--- src/rtl/sd_audio_stream_ctrl.sv ---
// SD-card to audio FIFO streaming sequencer: issues 512-byte block reads when the FIFO has room
// and paces FIFO reads to the sample rate. Define LOOP_EN for seamless looped playback.
module sd_audio_stream_ctrl #(
    parameter int BLOCK_BYTES = 512,
    parameter int FIFO_DEPTH  = 1024,
    parameter int CNT_W       = 11,
    parameter int SAMPLE_DIV  = 3125
) (
    input  logic             clk_in,
    input  logic             rst_in,
    input  logic             play_in,
    input  logic [31:0]      start_addr_in,
    input  logic [31:0]      end_addr_in,
    input  logic             sd_ready_in,
    input  logic             sd_byte_avail_in,
    input  logic [7:0]       sd_dout_in,
    output logic             sd_rd_out,
    output logic [31:0]      sd_addr_out,
    input  logic [CNT_W-1:0] fifo_count_in,
    input  logic             fifo_full_in,
    input  logic             fifo_empty_in,
    output logic             fifo_wr_en_out,
    output logic [7:0]       fifo_din_out,
    output logic             fifo_rd_en_out,
    output logic             done_out,
    output logic             overflow_out,
    output logic [7:0]       underrun_out,
    output logic [2:0]       state_dbg_out
);

    localparam int BC_W = $clog2(BLOCK_BYTES + 1);
    localparam int PC_W = (SAMPLE_DIV > 1) ? $clog2(SAMPLE_DIV) : 1;

    localparam logic [BC_W-1:0]  BLOCK_LAST = BC_W'(BLOCK_BYTES);
    localparam logic [PC_W-1:0]  PACE_LAST  = PC_W'(SAMPLE_DIV - 1);
    localparam logic [CNT_W-1:0] ROOM_LIMIT = CNT_W'(FIFO_DEPTH - BLOCK_BYTES);
    localparam logic [31:0]      ADDR_STEP  = 32'(BLOCK_BYTES);

    typedef enum logic [2:0] {
        S_IDLE     = 3'd0,
        S_WAIT_RDY = 3'd1,
        S_ISSUE    = 3'd2,
        S_XFER     = 3'd3,
        S_NEXT     = 3'd4,
        S_DONE     = 3'd5
    } state_t;

    state_t          state_q, state_d;
    logic            sd_rd_q, sd_rd_d;
    logic [31:0]     sd_addr_q, sd_addr_d;
    logic [BC_W-1:0] byte_cnt_q, byte_cnt_d;
    logic            avail_prev_q, avail_prev_d;
    logic            wr_en_q, wr_en_d;
    logic [7:0]      din_q, din_d;
    logic            rd_en_q, rd_en_d;
    logic            overflow_q, overflow_d;
    logic [7:0]      underrun_q, underrun_d;
    logic [PC_W-1:0] pace_cnt_q, pace_cnt_d;

    logic            byte_edge;
    logic            pace_run;
    logic [31:0]     addr_sum;

    assign byte_edge = sd_byte_avail_in & ~avail_prev_q;
    assign addr_sum  = sd_addr_q + ADDR_STEP;

    // Pacer also runs in DONE so the FIFO keeps draining after the last block.
    assign pace_run  = play_in && (state_q != S_IDLE);

    always_comb begin
        state_d      = state_q;
        sd_rd_d      = sd_rd_q;
        sd_addr_d    = sd_addr_q;
        byte_cnt_d   = byte_cnt_q;
        avail_prev_d = sd_byte_avail_in;
        wr_en_d      = 1'b0;
        din_d        = din_q;
        overflow_d   = overflow_q;

        case (state_q)
            S_IDLE: begin
                sd_rd_d = 1'b0;
                if (play_in) begin
                    sd_addr_d = start_addr_in;
                    state_d   = S_WAIT_RDY;
                end
            end
            S_WAIT_RDY: begin
                if (!play_in) begin
                    state_d = S_IDLE;
                end else if (sd_ready_in && (fifo_count_in <= ROOM_LIMIT)) begin
                    sd_rd_d = 1'b1;
                    state_d = S_ISSUE;
                end
            end
            S_ISSUE: begin
                // The card drops ready once it has latched the read command.
                byte_cnt_d = '0;
                if (!sd_ready_in) begin
                    sd_rd_d = 1'b0;
                    state_d = S_XFER;
                end
            end
            S_XFER: begin
                if (byte_edge && (byte_cnt_q != BLOCK_LAST)) begin
                    wr_en_d    = 1'b1;
                    din_d      = sd_dout_in;
                    byte_cnt_d = byte_cnt_q + 1'b1;
                    if (fifo_full_in) begin
                        overflow_d = 1'b1;
                    end
                end
                if ((byte_cnt_q == BLOCK_LAST) && sd_ready_in) begin
                    state_d = S_NEXT;
                end
            end
            S_NEXT: begin
                if (addr_sum == end_addr_in) begin
`ifdef LOOP_EN
                    if (play_in) begin
                        sd_addr_d = start_addr_in;
                        state_d   = S_WAIT_RDY;
                    end else begin
                        state_d = S_IDLE;
                    end
`else
                    state_d = S_DONE;
`endif
                end else begin
                    sd_addr_d = addr_sum;
                    state_d   = play_in ? S_WAIT_RDY : S_IDLE;
                end
            end
            S_DONE: begin
                if (!play_in) begin
                    state_d = S_IDLE;
                end
            end
            default: begin
                state_d = S_IDLE;
                sd_rd_d = 1'b0;
            end
        endcase
    end

    always_comb begin
        pace_cnt_d = pace_cnt_q;
        rd_en_d    = 1'b0;
        underrun_d = underrun_q;
        if (!pace_run) begin
            pace_cnt_d = '0;
        end else if (pace_cnt_q == PACE_LAST) begin
            pace_cnt_d = '0;
            if (!fifo_empty_in) begin
                rd_en_d = 1'b1;
            end else if (underrun_q != 8'hFF) begin
                underrun_d = underrun_q + 8'd1;
            end
        end else begin
            pace_cnt_d = pace_cnt_q + 1'b1;
        end
    end

    always_ff @(posedge clk_in) begin
        if (rst_in) begin
            state_q      <= S_IDLE;
            sd_rd_q      <= 1'b0;
            sd_addr_q    <= '0;
            byte_cnt_q   <= '0;
            avail_prev_q <= 1'b0;
            wr_en_q      <= 1'b0;
            din_q        <= '0;
            rd_en_q      <= 1'b0;
            overflow_q   <= 1'b0;
            underrun_q   <= '0;
            pace_cnt_q   <= '0;
        end else begin
            state_q      <= state_d;
            sd_rd_q      <= sd_rd_d;
            sd_addr_q    <= sd_addr_d;
            byte_cnt_q   <= byte_cnt_d;
            avail_prev_q <= avail_prev_d;
            wr_en_q      <= wr_en_d;
            din_q        <= din_d;
            rd_en_q      <= rd_en_d;
            overflow_q   <= overflow_d;
            underrun_q   <= underrun_d;
            pace_cnt_q   <= pace_cnt_d;
        end
    end

    assign sd_rd_out      = sd_rd_q;
    assign sd_addr_out    = sd_addr_q;
    assign fifo_wr_en_out = wr_en_q;
    assign fifo_din_out   = din_q;
    assign fifo_rd_en_out = rd_en_q;
    assign done_out       = (state_q == S_DONE);
    assign overflow_out   = overflow_q;
    assign underrun_out   = underrun_q;
    assign state_dbg_out  = state_q;

endmodule

--- config.mk ---
export PLATFORM = sky130hd
export DESIGN_NAME = sd_audio_stream_ctrl
export DESIGN_NICKNAME = d
export VERILOG_FILES = /design/src/rtl/sd_audio_stream_ctrl.sv
export SDC_FILE = /design/constraint.sdc
export NUM_CORES = 1
export LEC_CHECK = 0
export CAP_MARGIN = 20
export CORE_MARGIN = 5
export CORE_UTILIZATION = 30
export CTS_CLUSTER_SIZE = 28
export DETAILED_ROUTE_END_ITERATION = 16
export PLACE_DENSITY = 0.55
export SLEW_MARGIN = 10
export SYNTH_ARGS = -nofsm -noshare
export SYNTH_HDL_FRONTEND = slang
export SYNTH_SLANG_ARGS = --single-unit
export TNS_END_PERCENT = 50
--- constraint.sdc ---
create_clock -name clk_in -period 5.8 [get_ports clk_in]
set_clock_uncertainty 0.05 [all_clocks]
set_input_delay 0.87 -clock clk_in [delete_from_list [all_inputs] [get_ports clk_in]]
set_output_delay 0.87 -clock clk_in [all_outputs]
set_load 0.03 [all_outputs]
Figure 1. Met1 routing (run 1).
Scale bar: 50 µm.
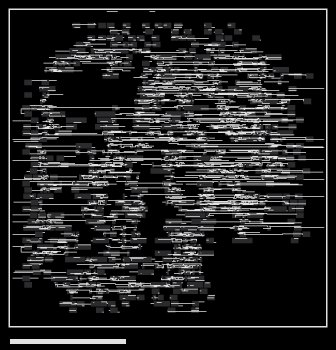
wire length on this layer: 6890 µm
nets with wire on the layer: 721
longest straight run: 44.6 µm
share of all routed wire: 43%
main direction: horizontal
met1 demand-to-capacity share in global routing: 21.4%
DRT Wirelength: 16000 µm
DR vias: 4972

Figure 2. Signal wires on met2 (run 1).
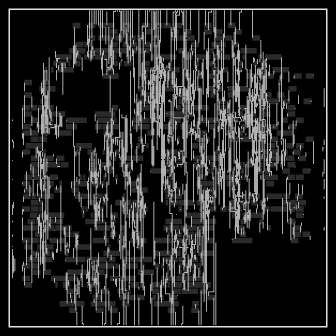
share of all routed wire: 47%
longest straight run: 50.7 µm
nets with wire on the layer: 686
main direction: vertical
wire length on this layer: 7550 µm
M2 GR Usage: 28.0%

Figure 3. Signal wires on met3 (run 1).
Scale bar: 50 µm.
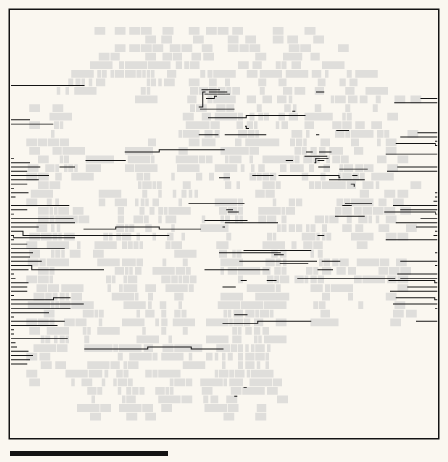
longest straight run: 46.2 µm
wire length on this layer: 1340 µm
share of all routed wire: 8.4%
GR Layer Usage met3: 5.96%

Figure 4. Where the registers sit (run 1).
Other sequential cells in the stronger grey, the rest of the logic in the fainter grey.
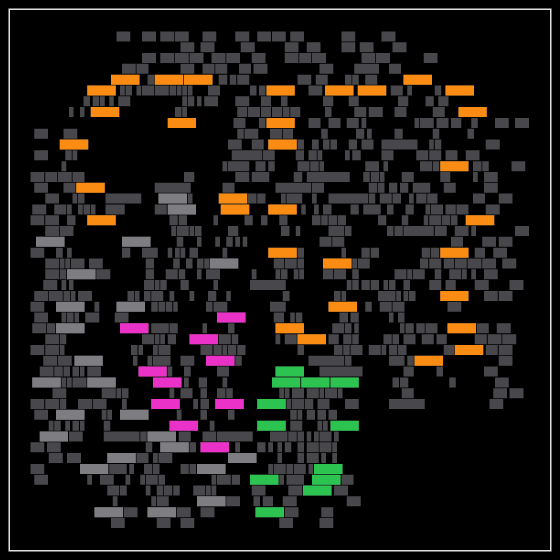
legend:
  sd_addr_out:
    colour: orange
    flops: 32
  byte_cnt_q:
    colour: magenta
    flops: 10
  pace_cnt_q:
    colour: green
    flops: 12
    where: bottom centre
not coloured: 24

==> results.sh, run 1 <==
# flow metrics
export IMPL_insertion_delay_ps=350
export IMPL_hold_path_class="flop to flop"
export IMPL_timing_final_setup_violations=0
export IMPL_leakage_nw=2.23
export IMPL_grt_pass1_vias=4898
export IMPL_seq_power_mw=0.623
export IMPL_hold_depth=2
export IMPL_seq_cells=78
export IMPL_path_cells="ha_1 > nand3_1 > nor4_1 > xnor2_1 > a22oi_2 > a2111oi_4 > nand4_1 > nand3_1 > o32ai_1"
export IMPL_floorplan_tapcells=216
export IMPL_share_clk_of_total_power_pct=39.3
export IMPL_setup_repair_after_global_routing_missed_its_margin="no"
export IMPL_antenna_found_initial=0
export IMPL_total_number_of_cells_along_the_worst_setup_path=9
export IMPL_numSynthFlops=78
export IMPL_crit_path_end="sd_addr_out[25]"
export IMPL_xor_xnor_cell_area_share_of_the_yosys_netlist_pct=11.2
export IMPL_finalNetCount=823
export IMPL_clock_tree_from_tritoncts="built"
export IMPL_layout_drive_gt1_share_pct=5.05
export IMPL_r2r_end="sd_addr_out[25]"
export IMPL_vias_per_cell=5.24
export IMPL_boundaryPins=146
export IMPL_mux_area_share_pct=0.658
export IMPL_async_flop_share_pct=0
export IMPL_power_clock_mw=0.643
export IMPL_slew_at_the_pin_closest_to_its_max_slew_limit_ps=977
export IMPL_chipWidth_um=136
export IMPL_syn_area_um2=4750
export IMPL_reg2reg_slack_ps=1850
export IMPL_netSwitchingPower_mw=0.510
export IMPL_floorplan_core_area_um2=15700
export IMPL_seq_area_um2=1560
export IMPL_final_clk_cell_share_pct=4.99
export IMPL_worst_ir_drop_vdd_v=0.000171
export IMPL_chipArea_um2=18500
export IMPL_std_cell_rows=46
export IMPL_grt_max_degree=58
export IMPL_comb_share_pct=44.5
export IMPL_detail_route_wl_per_cell_um=16.9
export IMPL_cellInternalPower_mw=1.13
export IMPL_cts_sinks=78
export IMPL_final_setup_tns_ps=0
export IMPL_netlist_logic_family_top="simple AND/OR/NAND/NOR gates"
export IMPL_route_detailed_drc=0
export IMPL_antenna_diode_count=0
export IMPL_worst_path_most_repeated_cell="sky130_fd_sc_hd__nand3_1"
export IMPL_r2r_worst_path_cells=9
export IMPL_portBuffers=145
export IMPL_cap_viol_max_count=0
export IMPL_ys_warn_count=0
export IMPL_final_clkbuf_count=11
export IMPL_synth_seq_share_pct=32.9
export IMPL_initialDrtViolationCount=385
export IMPL_nonClockInverterCount=13
export IMPL_syn_num_nets=705
export IMPL_n_multi_input_combinational_cell=476
export IMPL_rr_startpoint="sd_addr_out[9]"
export IMPL_wire_length_of_the_first_global_routing_pass_um=25300
export IMPL_run_status="completed"
export IMPL_sequentialPowerShare_pct=38.0
export IMPL_ctsHoldBuffers=0
export IMPL_yosys_cell_count_top_type="sky130_fd_sc_hd__dfxtp_1"
export IMPL_synth_top_cells_by_area="sky130_fd_sc_hd__dfxtp_1 33%, sky130_fd_sc_hd__xnor2_1 7.2%, sky130_fd_sc_hd__nand2_1 5.8%, sky130_fd_sc_hd__a21oi_1 5.6%, sky130_fd_sc_hd__nor2_1 4.7%"
export IMPL_fmax_mhz=253
export IMPL_synthSimpleGateAreaFrac_pct=27.8
export IMPL_clockBufferDepth=2
export IMPL_sort_of_element_at_the_start_of_the_critical_path="flop"
export IMPL_data_arrival_critical_path_ps=4130
export IMPL_layout_cells_most_common_list="144 x sky130_fd_sc_hd__clkdlybuf4s50_1, 78 x sky130_fd_sc_hd__dfxtp_1, 74 x sky130_fd_sc_hd__nand2_1"
export IMPL_crit_start="sd_addr_out[9]"
export IMPL_chipHeight_um=136
export IMPL_area_share_sequential_pct=23.5
export IMPL_power_density_nw_per_um2=247
export IMPL_dp_hpwl_um=11500
export IMPL_finalWorstPathRequiredPeriod_ps=3950
export IMPL_holdCritStartpoint="fifo_din_out[7]"
export IMPL_worst_ep_required_time_ps=5990
export IMPL_yosys_area_top_type_share_pct=32.9
export IMPL_crit_fanout=20
export IMPL_layout_core_utilization_pct=42.3
export IMPL_fp_util_pct=30.2
export IMPL_openroad_warnings=28
export IMPL_power_share_switching_pct=31.1
export IMPL_hold_vio_cnt_final=0
export IMPL_postSynthAreaPerCell_um2=7.80
export IMPL_fa_ha_area_share_pct=1.79
export IMPL_nonClockBufferCount=149
export IMPL_synth_stat_cells=609
export IMPL_critical_path_top_delay_family="simple AND/OR/NAND/NOR gates"
export IMPL_final_cell_count_no_fill=948
export IMPL_synth_cells=609
export IMPL_final_comb_area_um2=2950
export IMPL_yosysChipArea_um2=4750
export IMPL_cp_end_kind="flop"
export IMPL_critical_path_max_stage_delay_ps=720
export IMPL_cts_root_buf="sky130_fd_sc_hd__clkbuf_16"
export IMPL_synth_compound_area_share_pct=20.6
-- run 1: metrics by stage --
stage	setup WS [ps]	total power, mW	cell area (µm²)	hold slack, ps
3_3_place_gp	1800	1.00	6310	393
6_report	1850	1.64	6640	407
5_1_grt	1540	1.71	6640	419
3_5_place_dp	1690	1.01	6310	400
2_1_floorplan	2840	0.838	4750	380
4_1_cts	1900	1.66	6640	406
-- run 1: registers in the layout, indices dropped and copies added (netlist names), 3 cells and up --
name	count
byte_cnt_q	10
fifo_din_out	8
pace_cnt_q	12
sd_addr_out	32
state_dbg_out	3
underrun_out	8
-- run 1: per-layer routing --
layer | track usage, % | part of all wire, %
met1 | 21.4 | 43
met3 | 5.96 | 8.4
met2 | 28.0 | 47
met4 | 4.48 | 1.3
met5 | 0 | 0
==> run 2, diff against run 1 <==
--- a/config.mk
+++ b/config.mk
@@ -10,7 +10,7 @@
 export CORE_UTILIZATION = 30
 export CTS_CLUSTER_SIZE = 28
 export DETAILED_ROUTE_END_ITERATION = 16
-export PLACE_DENSITY = 0.55
+export PLACE_DENSITY = 0.57
 export SLEW_MARGIN = 10
 export SYNTH_ARGS = -nofsm -noshare
 export SYNTH_HDL_FRONTEND = slang
==> constraint.sdc (replaced) <==
create_clock -name clk_in -period 3.4 [get_ports clk_in]
set_clock_uncertainty 0.05 [all_clocks]
set_input_delay 0.51 -clock clk_in [delete_from_list [all_inputs] [get_ports clk_in]]
set_output_delay 0.51 -clock clk_in [all_outputs]
set_load 0.03 [all_outputs]
==> run 2 against run 1 <==
Power increased by 67%. Die size did not move. Clock power up 55%. Register-to-register slack lost 1600 ps. Critical path depth did not move. Non-clock buffer count up 30. Combinational power rose by about 90%. Critical path type unchanged.
==> results.sh, run 2 <==
# flow metrics
export IMPL_hold_vio_cnt_final=0
export IMPL_layout_cells_most_common_list="144 x sky130_fd_sc_hd__clkdlybuf4s50_1, 78 x sky130_fd_sc_hd__dfxtp_1, 74 x sky130_fd_sc_hd__nand2_1"
export IMPL_antenna_found_initial=0
export IMPL_power_density_nw_per_um2=398
export IMPL_chipArea_um2=18500
export IMPL_setup_repair_after_global_routing_missed_its_margin="no"
export IMPL_post_dp_cell_area_um2=6550
export IMPL_cellInternalPower_mw=1.86
export IMPL_n_multi_input_combinational_cell=476
export IMPL_top_layer_used="met4"
export IMPL_nonClockBufferCount=179
export IMPL_final_setup_tns_ps=0
export IMPL_layout_core_utilization_pct=43.6
export IMPL_final_clk_cell_share_pct=4.51
export IMPL_worst_hold_check_slack_ps=410
export IMPL_crit_start="sd_addr_out[11]"
export IMPL_timing_final_setup_violations=0
export IMPL_synth_stat_cells=609
export IMPL_rr_startpoint="sd_addr_out[11]"
export IMPL_seq_cells=78
export IMPL_netSwitchingPower_mw=0.869
export IMPL_fmax_mhz=321
export IMPL_slew_at_the_pin_closest_to_its_max_slew_limit_ps=753
export IMPL_final_clkbuf_count=9
export IMPL_ys_warn_count=0
export IMPL_layout_drive_gt1_share_pct=8.92
export IMPL_insertion_delay_ps=340
export IMPL_postSynthAreaPerCell_um2=7.80
export IMPL_critical_path_top_delay_family="simple AND/OR/NAND/NOR gates"
export IMPL_initialDrtViolationCount=481
export IMPL_r2r_worst_path_cells=9
export IMPL_sort_of_element_at_the_start_of_the_critical_path="flop"
export IMPL_vias_per_cell=5.25
export IMPL_boundaryPins=146
export IMPL_total_number_of_cells_along_the_worst_setup_path=9
export IMPL_reg2reg_slack_ps=290
export IMPL_power_share_switching_pct=31.8
export IMPL_finalNetCount=853
export IMPL_cts_root_buf="sky130_fd_sc_hd__clkbuf_16"
export IMPL_run_status="completed"
export IMPL_sequentialPowerShare_pct=37.8
export IMPL_area_share_sequential_pct=22.8
export IMPL_seq_power_mw=1.03
export IMPL_yosys_cell_count_top_type="sky130_fd_sc_hd__dfxtp_1"
export IMPL_largest_register_ffs=32
export IMPL_seq_area_um2=1560
export IMPL_openroad_warnings=28
export IMPL_std_cell_rows=46
export IMPL_crit_fanout=10
export IMPL_comb_share_pct=43.1
export IMPL_met1_length_um=7290
export IMPL_cap_viol_max_count=0
export IMPL_leakage_nw=2.37
export IMPL_crit_path_end="sd_addr_out[30]"
export IMPL_wl_met2_um=7350
export IMPL_critical_path_max_stage_delay_ps=560
export IMPL_dp_worst_setup_slack_ps=236
export IMPL_hold_path_class="flop to flop"
export IMPL_synth_top_cells_by_area="sky130_fd_sc_hd__dfxtp_1 33%, sky130_fd_sc_hd__xnor2_1 7.2%, sky130_fd_sc_hd__nand2_1 5.8%, sky130_fd_sc_hd__a21oi_1 5.6%, sky130_fd_sc_hd__nor2_1 4.7%"
export IMPL_synth_cells=609
export IMPL_portBuffers=145
export IMPL_syn_area_um2=4750
export IMPL_worst_ep_required_time_ps=3590
export IMPL_yosysChipArea_um2=4750
export IMPL_clock_tree_from_tritoncts="built"
export IMPL_power_clock_mw=0.994
export IMPL_floorplan_tapcells=216
export IMPL_synth_seq_share_pct=32.9
export IMPL_finalWorstPathRequiredPeriod_ps=3110
export IMPL_clockBufferDepth=2
export IMPL_finalWorstSetupSlack_ps=289
export IMPL_chipHeight_um=136
export IMPL_detail_route_wl_per_cell_um=16.7
export IMPL_floorplan_core_area_um2=15700
export IMPL_detailed_route_wirelength_on_metal3_um=1470
export IMPL_grt_max_degree=57
export IMPL_wire_length_of_the_first_global_routing_pass_um=26100
export IMPL_route_detailed_drc=0
export IMPL_cts_sinks=78
[run 2: cell count changes in the layout (fill, tap and decap cells not counted), sizes merged]
cell      before  now
inv           15   13
buf            5   35
clkbuf        11    9
bufinv         2    1
clkinv         1    5
clkinvlp       0    1
[run 2: worst reg2reg max path: cells and delay by family (launching register included)]
family | cells | cell delay, ps
AND/OR/NAND/NOR | 5 | 1830
flip-flops | 1 | 560
AND-OR/OR-AND | 2 | 240
buffers and inverters | 1 | 180
XOR/XNOR | 1 | 160
[run 2: cell families after synthesis]
family / count (synthesis) / share of synthesized area (%)
AOI/OAI and AO/OA: 146 / 20.6
xor gates and xnor gates: 61 / 11.2
DFF: 78 / 32.9
muxes: 3 / 0.658
and+or+nand+nor: 259 / 27.8
buffers and inverters: 55 / 4.98
adders and majority gates: 7 / 1.79
Figure 5. Signal wires on met3 (run 2).
Scale bar: 50 µm.
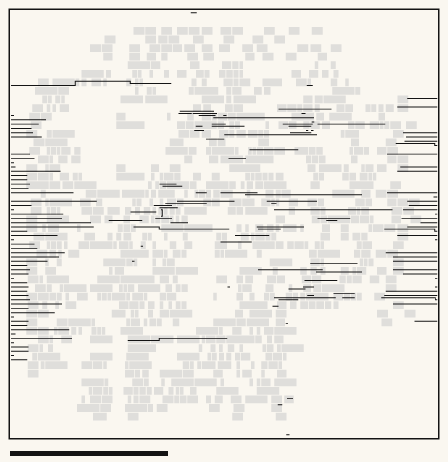
nets with wire on the layer: 135
main direction: horizontal
wire length on this layer: 1470 µm
DRT Wirelength: 16400 µm
GR Layer Usage met3: 4.37%
DR vias: 5139

Figure 6. Met1 routing (run 2).
Scale bar: 50 µm.
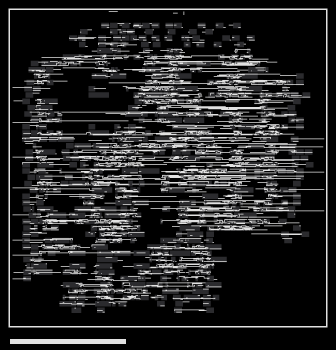
wire length on this layer: 7290 µm
nets with wire on the layer: 762
main direction: horizontal
longest straight run: 49.2 µm
met1 demand-to-capacity share in global routing: 23.8%

==> run 3, diff against run 2 <==
--- a/config.mk
+++ b/config.mk
@@ -5,7 +5,6 @@
 export SDC_FILE = /design/constraint.sdc
 export NUM_CORES = 1
 export LEC_CHECK = 0
-export CAP_MARGIN = 20
 export CORE_MARGIN = 5
 export CORE_UTILIZATION = 30
 export CTS_CLUSTER_SIZE = 28
==> run 3 against run 2 <==
Register-to-register slack is essentially flat. Global-route usage did not move. Critical endpoint unchanged. Worst setup slack stayed put. Maximum frequency stayed put. Via count did not move. Clock-buffer cell count unchanged. Combinational power about the same. Largest cell class unchanged. First-iteration DRC count is the same. Synthesized cell count stayed put.
==> results.sh, run 3 <==
# flow metrics
export IMPL_worst_ir_drop_vdd_v=0.000190
export IMPL_cts_sinks=78
export IMPL_gp_congestion=0.859
export IMPL_layout_top_cell_excl_fill_tap="sky130_fd_sc_hd__clkdlybuf4s50_1"
export IMPL_initialDrtViolationCount=481
export IMPL_power_top_consumer="sequential cells"
export IMPL_antenna_found_initial=0
export IMPL_vias_per_cell=5.25
export IMPL_area_dominant_class="multi-input combinational cells"
export IMPL_cts_htree_levels=3
export IMPL_netlist_top_cells_count="78 x sky130_fd_sc_hd__dfxtp_1, 74 x sky130_fd_sc_hd__nand2_1, 59 x sky130_fd_sc_hd__nor2_1, 53 x sky130_fd_sc_hd__a21oi_1, 39 x sky130_fd_sc_hd__xnor2_1"
export IMPL_n_multi_input_combinational_cell=476
export IMPL_worst_hold_check_slack_ps=410
export IMPL_finalWorstPathRequiredPeriod_ps=3110
export IMPL_path_cells="and3_1 > nand4_1 > or3_1 > xnor2_1 > nor3_1 > and4_4 > buf_4 > o311ai_1 > o31ai_1"
export IMPL_power_of_the_combinational_group_mw=0.706
export IMPL_grt_pass1_vias=4946
export IMPL_critical_path_buf_inv_count=1
export IMPL_power_share_switching_pct=31.8
export IMPL_layout_drive_gt1_share_pct=8.92
export IMPL_drt_pass1_iterations=5
export IMPL_sequentialPowerShare_pct=37.8
export IMPL_route_detailed_drc=0
export IMPL_post_dp_cell_area_um2=6550
export IMPL_ys_warn_count=0
export IMPL_leakage_nw=2.37
export IMPL_async_flop_share_pct=0
export IMPL_met3_usage_pct=4.37
export IMPL_final_non_filler_cell_area_um2=6860
export IMPL_fp_util_pct=30.2
export IMPL_sort_of_element_at_the_start_of_the_critical_path="flop"
export IMPL_wire_length_of_the_first_global_routing_pass_um=26100
export IMPL_yosysChipArea_um2=4750
export IMPL_clock_tree_from_tritoncts="built"
export IMPL_ctsHoldBuffers=0
export IMPL_timing_final_max_slew_violations=0
export IMPL_critical_path_top_delay_family="simple AND/OR/NAND/NOR gates"
export IMPL_largest_register_ffs=32
export IMPL_antenna_diode_count=0
export IMPL_critical_path_slowest_cell="sky130_fd_sc_hd__dfxtp_1"
export IMPL_netSwitchingPower_mw=0.869
export IMPL_chipArea_um2=18500
export IMPL_openroad_warnings=28
export IMPL_setup_repair_after_global_routing_missed_its_margin="no"
export IMPL_gr_total_overflow=0
export IMPL_yosys_cell_count_top_type="sky130_fd_sc_hd__dfxtp_1"
export IMPL_post_route_period_util_pct=91.5
export IMPL_global_route_peak_usage_layer="met2"
export IMPL_fa_ha_area_share_pct=1.79
export IMPL_power_mw=2.73
export IMPL_worstSetupPathType="flop to flop"
export IMPL_final_comb_area_um2=2950
export IMPL_synth_cells=609
export IMPL_global_route_usage_total_pct=17.5
export IMPL_cts_root_buf="sky130_fd_sc_hd__clkbuf_16"
export IMPL_ant_nets=0
export IMPL_numSynthFlops=78
export IMPL_power_density_nw_per_um2=398
export IMPL_netlist_logic_family_top="simple AND/OR/NAND/NOR gates"
export IMPL_final_clkbuf_count=9
export IMPL_synth_seq_share_pct=32.9
export IMPL_synth_stat_cells=609
export IMPL_postSynthAreaPerCell_um2=7.80
export IMPL_chipWidth_um=136
export IMPL_cts_reportedPaths_clkPinSlew_ps=60
export IMPL_grt_use_met1_pct=23.8
export IMPL_maxSlewHeadroom_pct=49.5
export IMPL_worst_ep_required_time_ps=3590
export IMPL_share_clk_of_total_power_pct=36.4
export IMPL_xor_xnor_cell_area_share_of_the_yosys_netlist_pct=11.2
export IMPL_finalWorstSetupSlack_ps=289
export IMPL_count_of_library_flops_with_an_enable_pin=0
export IMPL_cp_end_kind="flop"
export IMPL_hold_vio_cnt_final=0
export IMPL_finalNetCount=853
export IMPL_distinct_cell_type_count_of_the_synthesized_netlist=65
export IMPL_final_cell_count_no_fill=978
export IMPL_yosys_area_top_type_share_pct=32.9
export IMPL_syn_area_um2=4750
export IMPL_nonClockBufferCount=179
export IMPL_grt_max_degree=57
export IMPL_slew_at_the_pin_closest_to_its_max_slew_limit_ps=753
export IMPL_synthSimpleGateAreaFrac_pct=27.8
export IMPL_insertion_delay_ps=340
export IMPL_nonClockInverterCount=13
export IMPL_data_arrival_critical_path_ps=3310
export IMPL_yosysTopAreaCell="sky130_fd_sc_hd__dfxtp_1"
export IMPL_hold_path_class="flop to flop"
export IMPL_fmax_mhz=321
export IMPL_final_setup_tns_ps=0
export IMPL_clockBufferDepth=2
export IMPL_synth_compound_area_share_pct=20.6
export IMPL_grtUsageMet2_pct=27.2
export IMPL_mux_area_share_pct=0.658
export IMPL_layout_core_utilization_pct=43.6
export IMPL_seq_power_mw=1.03
export IMPL_detail_route_wl_per_cell_um=16.7
export IMPL_crit_fanout=10
export IMPL_power_frac_comb_pct=25.8
export IMPL_std_cell_rows=46
export IMPL_bufAreaShareNonClock_pct=25.0
export IMPL_run_status="completed"
export IMPL_cap_viol_max_count=0
export IMPL_cts_setup_buffers=0
export IMPL_portBuffers=145
export IMPL_dp_worst_setup_slack_ps=236
export IMPL_floorplan_tapcells=216
export IMPL_boundaryPins=146
export IMPL_layout_area_overhead_vs_synth_pct=44.3
export IMPL_cellInternalPower_mw=1.86
export IMPL_syn_num_nets=705
export IMPL_seq_cells=78
export IMPL_final_clk_cell_share_pct=4.51
export IMPL_critical_path_max_stage_delay_ps=560
export IMPL_synth_top_cells_by_area="sky130_fd_sc_hd__dfxtp_1 33%, sky130_fd_sc_hd__xnor2_1 7.2%, sky130_fd_sc_hd__nand2_1 5.8%, sky130_fd_sc_hd__a21oi_1 5.6%, sky130_fd_sc_hd__nor2_1 4.7%"
export IMPL_comb_share_pct=43.1
export IMPL_dp_cells=962
export IMPL_tritoncts_num_buffers=9
export IMPL_chipHeight_um=136
export IMPL_count_of_instances_resized_after_the_clock_tree_is_built=0
export IMPL_layout_cells_most_common_list="144 x sky130_fd_sc_hd__clkdlybuf4s50_1, 78 x sky130_fd_sc_hd__dfxtp_1, 74 x sky130_fd_sc_hd__nand2_1"
export IMPL_timing_final_setup_violations=0
export IMPL_power_clock_mw=0.994
export IMPL_seq_area_um2=1560
export IMPL_num_vias=5139
export IMPL_synthFlopType="sky130_fd_sc_hd__dfxtp_1"
export IMPL_totalWireLength_um=16400
export IMPL_dp_hpwl_um=12100
==> run 3: cell counts in the layout (fill, tap and decap cells not counted) <==
Identical to the previous run, type by type.
==> run 3: per-layer routing <==
layer	routed length (µm)	part of all wire (%)
met1	7290	45
met2	7350	45
met3	1470	9.0
met4	271	1.7
met5	0	0
==> run 3: final timing paths <==
kind	slack [ps]	cells past startpoint	from	end
min	410	2	fifo_din_out[0]	fifo_din_out[0]
max	290	9	sd_addr_out[11]	sd_addr_out[30]
max reg2reg	290	9	sd_addr_out[11]	sd_addr_out[30]
min reg2reg	410	2	fifo_din_out[0]	fifo_din_out[0]
Figure 7. Cell placement (run 3).
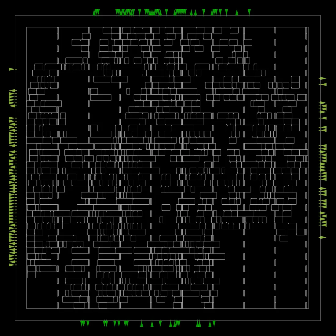
area of the core: 15700 µm²
sequential fraction of total cell area: 22.8%
Filler Cell Count: 1574

Figure 8. Met1 routing (run 3).
Scale bar: 50 µm.
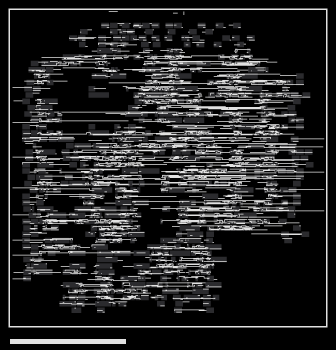
share of all routed wire: 45%
longest straight run: 49.2 µm

No activity file was given, so power comes from the tool's default toggle rates.
